util_map.png
11 x 11 tiles, from dark blue (low) to red (high), 0 to 100% covered.
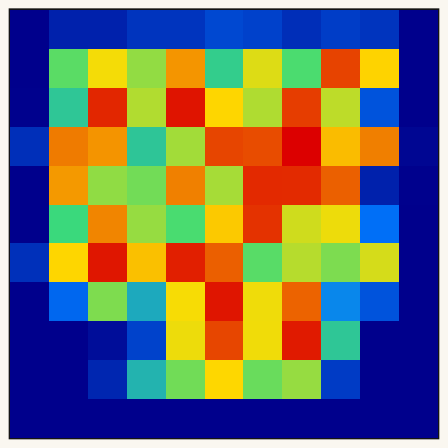
clock_wires.png
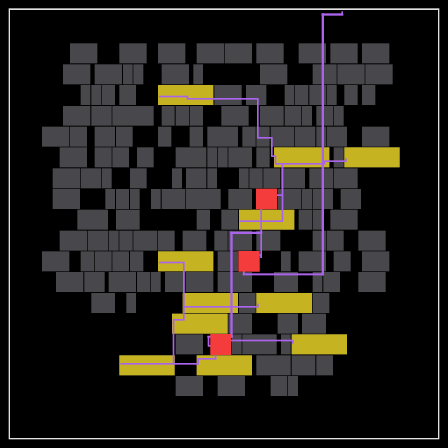
gates.png
Scale bar: 20 um.
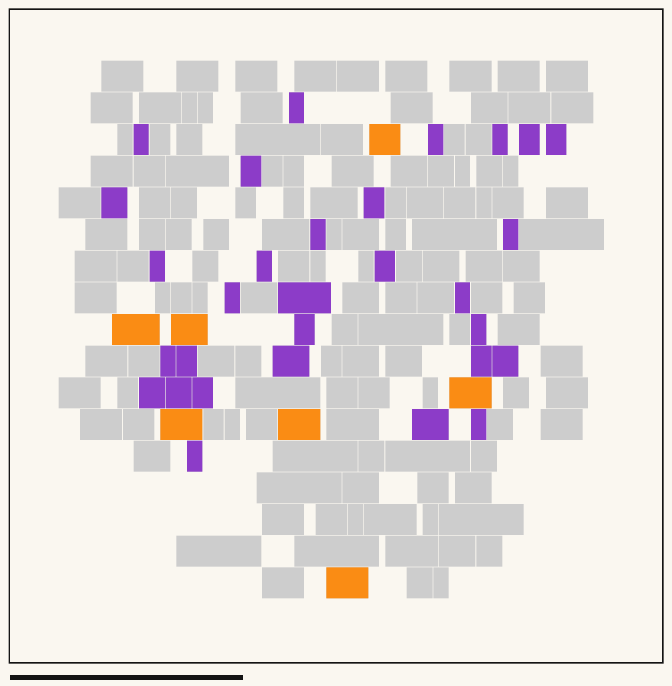
congestion_map.png
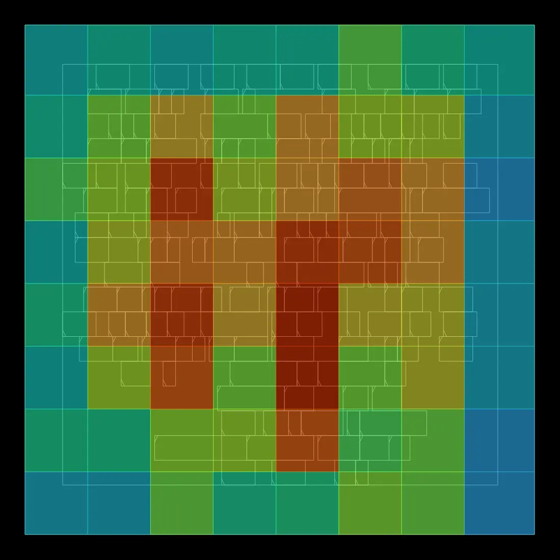
==> config.mk <==
export PLATFORM = sky130hd
export DESIGN_NAME = mc_main_ctrl_flat
export DESIGN_NICKNAME = d
export VERILOG_FILES = /design/src/rtl/mc_ctrl_pkg.sv /design/src/rtl/mc_main_ctrl_if.sv /design/src/rtl/mc_mem_wait.sv /design/src/rtl/mc_main_ctrl.sv /design/src/flat_wrapper.sv
export SDC_FILE = /design/constraint.sdc
export NUM_CORES = 1
export LEC_CHECK = 0
export CORE_MARGIN = 4
export CORE_UTILIZATION = 45
export CTS_CLUSTER_DIAMETER = 60
export DETAILED_ROUTE_END_ITERATION = 7
export MAX_ROUTING_LAYER = met4
export PLACE_DENSITY = 0.76
export SLEW_MARGIN = 30
export SYNTH_ARGS = -nofsm -noshare
export SYNTH_HDL_FRONTEND = slang
export SYNTH_SLANG_ARGS = --single-unit
==> constraint.sdc <==
create_clock -name clk -period 2.9 [get_ports clk]
set_input_delay 0.435 -clock clk [delete_from_list [all_inputs] [get_ports clk]]
set_output_delay 0.435 -clock clk [all_outputs]
set_load 0.01 [all_outputs]
==> impl_metrics.env <==
# source this file to load flow results
export IMPL_rsz0062_at_grt="no"
export IMPL_synth_area_um2=1040
export IMPL_cts_buffers=3
export IMPL_worstPathArrival_ns=2.26
export IMPL_area_leaders="dfxtp_1 (21%), nor2_1 (5.1%), nor3_1 (4.3%), nand2_1 (4.3%), xnor2_1 (4.2%)"
export IMPL_ant_nets=0
export IMPL_place_hpwl_um=2130
export IMPL_crit_fanout=6
export IMPL_rows=17
export IMPL_path_clk_slew_ns=0.08
export IMPL_hold_path_cell_count=2
export IMPL_num_antenna_cells=0
export IMPL_cp_start_kind="primary input"
export IMPL_grt_max_degree=19
export IMPL_path_cells="clkdlybuf4s50_1 -> nor2_1 -> and3_1 -> nand2_1 -> nand2_1 -> a221oi_2 -> clkdlybuf4s50_1"
export IMPL_cp_slowest_cell="clkdlybuf4s50_1"
export IMPL_antenna_found_initial=0
export IMPL_final_cell_mix="clkdlybuf4s50_1 (32), nor2_1 (14), nand2_1 (12)"
export IMPL_r2r_worst_path_cells=5
export IMPL_num_vias=1140
export IMPL_die_area_um2=3140
export IMPL_postSynthSeqShare=0.212
export IMPL_syn_nets=145
export IMPL_die_w_um=56.0
export IMPL_drive_gt1_frac=0.139
export IMPL_cts_sinks=11
export IMPL_r2r_slack_ns=0.84
export IMPL_grt_pass1_wl_um=4860
export IMPL_outcome="completed"
export IMPL_design_power_total_mw=0.368
export IMPL_hold_ws_ns=0.490
export IMPL_yosys_area_um2=1040
export IMPL_warnings=27
export IMPL_drt_iter0_drc=50
export IMPL_fill_cells=208
export IMPL_io_pins=33
export IMPL_relSlewSlack=0.594
export IMPL_avgViaCountPerCell=5.88
export IMPL_cts_buffer_depth=2
export IMPL_overflow=0
export IMPL_drc=0
export IMPL_synth_top_area_share=0.212
export IMPL_critPathCaptureType="output port"
export IMPL_p_leak_nw=0.538
export IMPL_io_buffer_count=32
export IMPL_dpl_cell_area_um2=1340
export IMPL_grt_pass1_vias=1064
export IMPL_area_delta_synth_final_pct=32.8
export IMPL_worst_slew_pin_slew_ns=0.609
export IMPL_setup_viol=0
export IMPL_fin_crit_sh=0.928
export IMPL_nNetsFinal=178
Back to the opening pictures, util_map.png:
emptiest ninth of the die: south-west
mean over tiles: 43%
nearly empty tiles: 27%
tiles over 75% full: 26%
Post-Route Utilization: 0.623
floorplan utilization: 0.469
core area: 2210 um^2

Back to the opening pictures, clock_wires.png:
[flip-flops] yellow | count: 11
[clock-net drivers] red | count: 3
[clock wires] purple | length: 180 um
routed clock nets: 4
clock share of power: 0.295
Clk Latency, worst-skew pair: 0.27 ns
Worst Clk Skew: 0.00162 ns
P_clk: 0.108 mW

Back to the opening pictures, gates.png:
[nor cells] purple | cells: 30 | most used: nor2_1
[non-inverting ao/oa cells] orange | cells: 7 | most used: o211a_1
most numerous logic cell after layout: clkdlybuf4s50_1
Comb/total area: 0.519

Back to the opening pictures, congestion_map.png:
GRT Total Usage: 0.194
GR Util met2: 0.321
met1 GRT Util: 0.241
routing usage on met3: 0.0209
GRT Max-Usage Layer: met2

-- routing by layer --
metal,wire length (um),up-vias
met4,47,0
met2,1330,55
met5,0,-
li1,-,555
met3,216,4
met1,1230,526
-- power by group --
| group | switching, mW | internal (mW) |
|---|---|---|
| registers | 0.00346 | 0.155 |
| logic | 0.0511 | 0.0500 |
| clock network | 0.0573 | 0.0511 |
| total | 0.112 | 0.256 |
-- metrics by stage --
stage	instances	utilization
floorplan	134	-
global placement	190	0.607
detailed placement	190	0.607
CTS	194	0.620
global route	194	0.623
finish	194	0.623
-- Yosys cell counts (all sizes together) --
cell	count
a221oi	1
nand2	12
buf	5
nor4	2
a41o	1
and2	3
a211o	1
a22oi	4
mux2	1
a21oi	5
ha	2
nand2b	6
o21ai	3
nor2b	3
nor2	14
clkbuf	5
o31a	1
dfxtp	11
o21bai	1
nand3	4
o211a	2
inv	4
or3b	1
nand4b	2
a22o	1
xnor2	5
or3	1
and4bb	1
a211oi	1
nand4	2
a21o	1
o311ai	2
nor3	9
o32ai	1
and3	5
a31oi	3
or2b	1
and4	1
and2b	4
nor4b	2
-- critical path: cells and delay by family --
family,cells,cell delay [ns]
AND/OR/NAND/NOR,4,0.48
buffers and inverters,2,1.14
AND-OR/OR-AND,1,0.21
-- final cells by class --
class / count / area [um^2] / area share
flip-flops and latches: 11 / 220 / 0.160
well taps: 28 / 35.0 / 0.0254
clock buffers: 3 / 22.5 / 0.0163
inverters: 4 / 15.0 / 0.0109
multi-input cells: 109 / 714 / 0.519
repair buffers: 38 / 365 / 0.265
clock inverters: 1 / 5.00 / 0.00363
-- cells by family after synthesis --
family | after synthesis | synth area share
buffers and inverters | 14 | 0.105
xor gates and xnor gates | 5 | 0.0422
muxes | 1 | 0.0109
and+or+nand+nor | 73 | 0.407
AOI/OAI and AO/OA | 28 | 0.199
adders and majority gates | 2 | 0.0241
DFF | 11 | 0.212
Power is estimated from default activity; no workload was simulated.
